$ cat src/rtl/crc_lut_engine.sv
// Byte-serial CRC-32 engine: drives an external 256-entry lookup table and folds one byte per clock.
// Optional final XOR mask enabled by defining CRC_LUT_ENGINE_XOROUT_EN.
module crc_lut_engine #(
  parameter logic [31:0] INIT   = 32'hFFFFFFFF,
  parameter logic [31:0] XOROUT = 32'hFFFFFFFF
) (
  input  logic        i_clk,
  input  logic        i_rstn,
  input  logic        i_in_valid,
  output logic        o_in_ready,
  input  logic [7:0]  i_in_data,
  input  logic        i_in_sof,
  input  logic        i_in_eof,
  output logic [31:0] o_tab_addr,
  input  logic [31:0] i_tab_rdata,
  output logic        o_crc_valid,
  input  logic        i_crc_ready,
  output logic [31:0] o_crc_out,
  output logic [15:0] o_crc_len,
  output logic        o_err
);

  typedef enum logic [1:0] {StIdle, StRun, StDone} state_t;

`ifdef CRC_LUT_ENGINE_XOROUT_EN
  localparam logic [31:0] FinalMask = XOROUT;
`else
  localparam logic [31:0] FinalMask = XOROUT & 32'h0;
`endif

  state_t      r_state;
  logic [31:0] r_crc;
  logic [15:0] r_len;
  logic [31:0] r_crc_out;
  logic [15:0] r_crc_len;
  logic        r_crc_valid;
  logic        r_err;

  logic [31:0] w_prev;
  logic [7:0]  w_index;
  logic [31:0] w_next;
  logic        w_accept;
  logic [15:0] w_len_next;

  // A start-of-frame byte always reseeds, so a mid-frame sof restarts cleanly.
  assign w_prev     = i_in_sof ? INIT : r_crc;
  assign w_index    = w_prev[31:24] ^ i_in_data;
  assign w_next     = {w_prev[23:0], 8'h00} ^ i_tab_rdata;
  assign o_tab_addr = {24'h0, w_index};

  assign o_in_ready = (r_state != StDone);
  assign w_accept   = i_in_valid & o_in_ready;

  always_comb begin
    w_len_next = r_len;
    if (i_in_sof) begin
      w_len_next = 16'd1;
    end else if (r_len != 16'hFFFF) begin
      w_len_next = r_len + 16'd1;
    end
  end

  always_ff @(posedge i_clk) begin
    if (!i_rstn) begin
      r_state     <= StIdle;
      r_crc       <= 32'h0;
      r_len       <= 16'h0;
      r_crc_out   <= 32'h0;
      r_crc_len   <= 16'h0;
      r_crc_valid <= 1'b0;
      r_err       <= 1'b0;
    end else begin
      r_err <= 1'b0;
      unique case (r_state)
        StIdle, StRun: begin
          if (w_accept) begin
            if (r_state == StIdle && !i_in_sof) begin
              r_err <= 1'b1;
            end else begin
              r_crc <= w_next;
              r_len <= w_len_next;
              if (i_in_eof) begin
                r_crc_out   <= w_next ^ FinalMask;
                r_crc_len   <= w_len_next;
                r_crc_valid <= 1'b1;
                r_state     <= StDone;
              end else begin
                r_state <= StRun;
              end
            end
          end
        end
        StDone: begin
          if (i_crc_ready) begin
            r_crc_valid <= 1'b0;
            r_state     <= StIdle;
          end
        end
        default: r_state <= StIdle;
      endcase
    end
  end

  assign o_crc_out   = r_crc_out;
  assign o_crc_len   = r_crc_len;
  assign o_crc_valid = r_crc_valid;
  assign o_err       = r_err;

endmodule

$ cat config.mk
export PLATFORM = sky130hd
export DESIGN_NAME = crc_lut_engine
export DESIGN_NICKNAME = d
export VERILOG_FILES = /design/src/rtl/crc_lut_engine.sv
export SDC_FILE = /design/constraint.sdc
export NUM_CORES = 1
export LEC_CHECK = 0
export ABC_AREA = 1
export CELL_PAD_IN_SITES_DETAIL_PLACEMENT = 0
export CELL_PAD_IN_SITES_GLOBAL_PLACEMENT = 1
export CORE_UTILIZATION = 31
export CTS_BUF_LIST = sky130_fd_sc_hd__clkbuf_8 sky130_fd_sc_hd__clkbuf_16
export CTS_CLUSTER_SIZE = 30
export DETAILED_ROUTE_END_ITERATION = 10
export HOLD_SLACK_MARGIN = 0.15
export PLACE_DENSITY_LB_ADDON = 0.1
export RECOVER_POWER = 50
export SLEW_MARGIN = 10
export SYNTH_ARGS = -nofsm -noshare
export SYNTH_HDL_FRONTEND = slang
export SYNTH_SLANG_ARGS = --single-unit
$ cat constraint.sdc
create_clock -name i_clk -period 1.4 [get_ports i_clk]
set_input_delay 0.28 -clock i_clk [delete_from_list [all_inputs] [get_ports i_clk]]
set_output_delay 0.28 -clock i_clk [all_outputs]
set_load 0.02 [all_outputs]
==> run summary, run 1 <==
The synthesis and place-and-route flow finished, so here is a summary.

The overall die height is 123 um. The final critical-path share of the clock period is 101%. The combinational logic power is 1.58 mW. The floorplan core density is 31.6%. TritonCTS built the clock tree. The total of flip-flops plus latches after synthesis came out at 100. The final hold violation count recorded for this run is 0. The die area came out at 15200 sq um. The final reports fail on negative setup slack.

The core region is 14500 sq um. The register cell area after layout came out at 2020 sq um. The synthesized area per cell came out at 7.61 sq um. Looking at hold timing, the worst path starts from i_in_valid. The site row count is 44. The area of the mapped netlist is 4570 sq um. The setup slack of the worst register-to-register path is -0.02 ns. The number of signal-net buffers in the layout is 164.

The number of logic inverters in the finished layout came out at 37. The required time at the endpoint of the critical path is 1.63 ns. The least setup slack across all paths after layout came out at -0.0152 ns.

The total clock buffers created by CTS is 9. The simple-gate area share of the yosys netlist came out at 19.5%. Ranked by power, first place goes to registers. By area the synthesized netlist is led by sky130_fd_sc_hd__dfxtp_1 (44%), sky130_fd_sc_hd__nor2_1 (8.6%), sky130_fd_sc_hd__o21ai_0 (7.8%), sky130_fd_sc_hd__a21oi_1 (7.0%), sky130_fd_sc_hd__nand2_1 (6.4%).

The maximum buffer depth of the clock tree is 2. The sort of element at the start of the critical path is a flop. The power consumed by the clock network is 2.58 mW.

The final routed wirelength across all metal layers came out at 14300 um. Per the area breakdown, the dominant cell category is logic gates. The capture point of the worst register-to-register path is recorded as o_crc_len[2]$_SDFFE_PN0P_. The synthesized netlist devotes 17.6% of its cell area to compound gates. Per the timing report, the achievable frequency comes out to 707 MHz. In the final routing, the length of wire on met1 measures 7090 um. The number of setup violations in the final report came out at 7. STA shows the worst min-delay path finishing at o_err$_SDFF_PN0_. The most common cell in the synthesized netlist is sky130_fd_sc_hd__nor2_1. The most common logic cells in the final layout are sky130_fd_sc_hd__dfxtp_1 (88), sky130_fd_sc_hd__nor2_1 (86), sky130_fd_sc_hd__nand2_1 (63).

The run finished, with violations left.
Fig. 1: run 1, zoomed window
The bar under the picture is 5 um long. Region (52, 76) to (72, 96) um. Cells in grey, sequential cells in the stronger grey; small squares are vias.
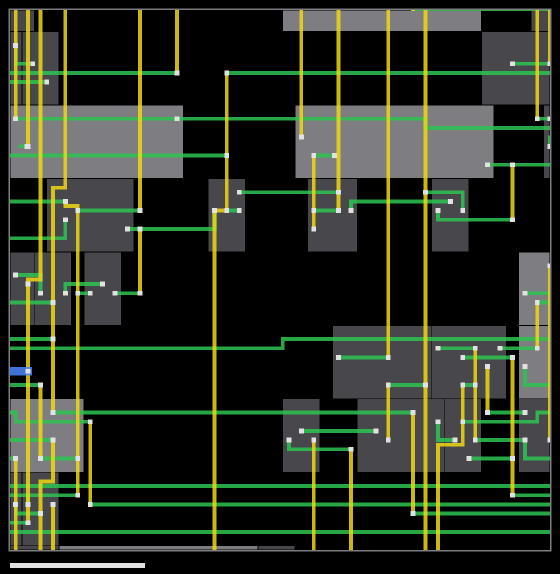
Key: met3 = blue; met1 = green; met2 = yellow
Most frequent: nor2_1 (5). 16 logic cells have their middle in the window. Sequential cells in the window: 2. Netlist names of flops here include o_crc_out (1), r_crc (1).

Fig. 2: run 1, logic cells by family
The bar under the picture is 20 um long.
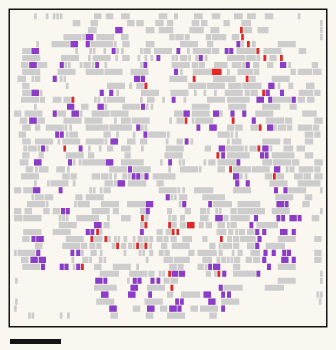
Key: inverters = red [cells 37, most used inv_1]; inverting AOI/OAI gates = purple [cells 150, most used a21oi_1, where widely spread]
highest-count logic cell in the final layout: sky130_fd_sc_hd__dfxtp_1
proportion of cell area occupied by multi-input gates: 36.6%
filler-free cell count of the finished design: 929

Fig. 3: run 1, sequential cells coloured by netlist name
The bar under the picture is 20 um long.
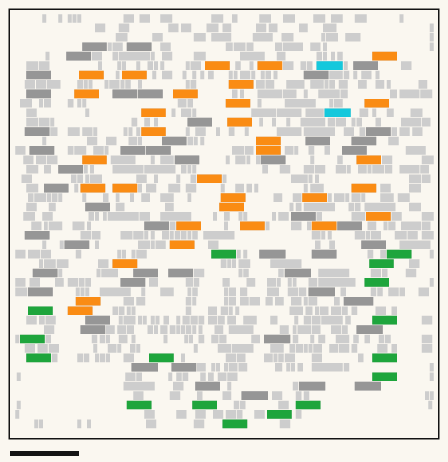
Key: o_crc_len = green [flops 16]; r_crc = orange [flops 32]; r_state = cyan [flops 2]
Another 50 sequential cells are not coloured.

==> inputs of run 2 (changes only) <==
--- a/config.mk
+++ b/config.mk
@@ -8,10 +8,11 @@
 export ABC_AREA = 1
 export CELL_PAD_IN_SITES_DETAIL_PLACEMENT = 0
 export CELL_PAD_IN_SITES_GLOBAL_PLACEMENT = 1
-export CORE_UTILIZATION = 31
+export CORE_UTILIZATION = 40
 export CTS_BUF_LIST = sky130_fd_sc_hd__clkbuf_8 sky130_fd_sc_hd__clkbuf_16
 export CTS_CLUSTER_SIZE = 30
 export DETAILED_ROUTE_END_ITERATION = 10
+export DONT_BUFFER_PORTS = 1
 export HOLD_SLACK_MARGIN = 0.15
 export PLACE_DENSITY_LB_ADDON = 0.1
 export RECOVER_POWER = 50
==> constraint.sdc (replaced) <==
create_clock -name i_clk -period 1.4 [get_ports i_clk]
set_input_delay 0.35 -clock i_clk [delete_from_list [all_inputs] [get_ports i_clk]]
set_output_delay 0.35 -clock i_clk [all_outputs]
set_load 0.02 [all_outputs]
Fig. 4: run 2, sequential cells coloured by netlist name
The bar under the picture is 20 um long.
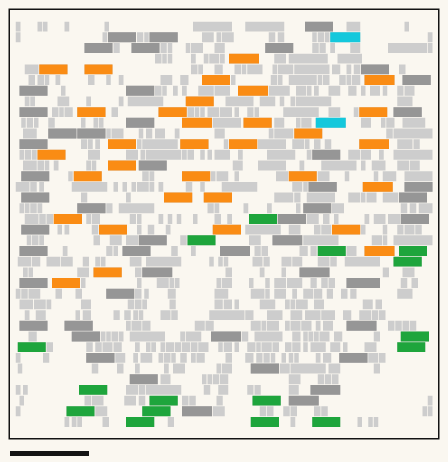
Key: r_crc = orange [flops 32]; o_crc_len = green [flops 16]; r_state = cyan [flops 2]
Another 50 sequential cells are not coloured.

==> run 2 against run 1 <==
Effect of this change: the flow still finishes with violations (negative setup slack); cell count shrank 15%; fmax up 0.54%; non-clock buffer count decreased by 98; utilization increased by 6.7 points; critical path depth unchanged; power fell by 5.4%; sequential power is 4% higher; critical endpoint is now o_crc_len[10]$_SDFFE_PN0P_; highest routed layer unchanged.
==> run summary, run 2 <==
The synthesis and place-and-route flow finished, so here is a summary.

The number of setup violations in the final report is 1. Among logic cells in the layout, the one with the most instances is sky130_fd_sc_hd__nor2_1. sky130_fd_sc_hd__nor2_1 is the most common cell in the netlist. The floorplan core density is 41.6%.

The largest power group is registers. The longest clock path from root to sink contains 2 buffers. Per the hold report, the tightest min-delay path originates at i_rstn. The setup slack of the worst register-to-register path is -0.008 ns. For reference, simple AND, OR, NAND and NOR cells occupy 19.5% of the area reported after synthesis. Setup slack on the critical path of the routed design comes to -0.00751 ns. The checks that failed: negative setup slack. Counting the buffers created by CTS gives 9. In the post-synthesis netlist, the biggest area contributors are sky130_fd_sc_hd__dfxtp_1 (44%), sky130_fd_sc_hd__nor2_1 (8.6%), sky130_fd_sc_hd__o21ai_0 (7.8%), sky130_fd_sc_hd__a21oi_1 (7.0%), sky130_fd_sc_hd__nand2_1 (6.4%). The top cell types in the final layout, fill and taps aside, are sky130_fd_sc_hd__nor2_1 (82), sky130_fd_sc_hd__dfxtp_1 (81), sky130_fd_sc_hd__nand2_1 (67). STA classifies the critical path startpoint as a flop. The number of standard cells in the final layout excluding fillers came out at 787. According to the timing report, the data required time at the worst endpoint equals 1.63 ns. The final critical-path share of the clock period is 101%.

Multi-input gates account for 42.2% of the area. The reg-to-reg endpoint is o_crc_len[10]$_SDFFE_PN0P_. The die area came out at 11900 sq um.

The overall die height is 109 um. Looking at the hold checks, the worst path lands on o_crc_len[11]$_SDFFE_PN0P_. In the final layout, excluding clock inverters the inverter count is 37. The plain and repair buffers instantiated in the layout total 66.

After floorplanning, the core was sized to cover 11000 sq um. The synthesized area per cell is 7.61 sq um. The run finished, with violations left. The area of the mapped netlist came out at 4570 sq um. In this run, the synthesized area fraction spent on AND-OR/OR-AND gates is recorded as 17.6%. The site row count came out at 38.

The register cell area after layout is 2030 sq um. The total of flip-flops plus latches after synthesis came out at 100. The highest achievable clock rate is 710 MHz.
Fig. 5: run 2, congestion heat map
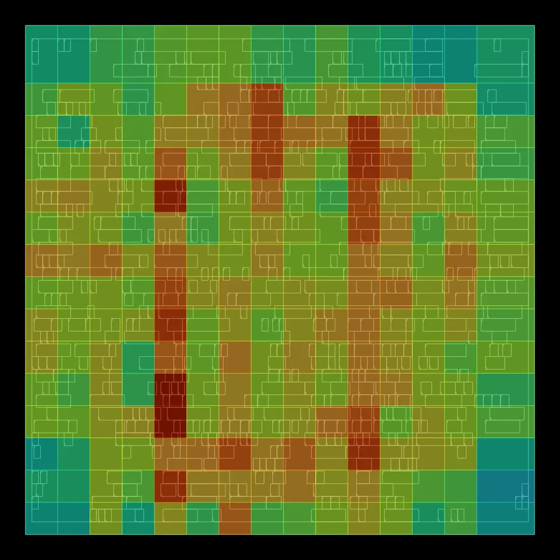
met3 routing resource usage after global routing: 6.75%
met2 layer usage reported by global route: 31.6%
Most Crowded Layer GR: met2
final cell utilization of the core: 53.9%

No activity file was given, so power comes from the tool's default toggle rates.
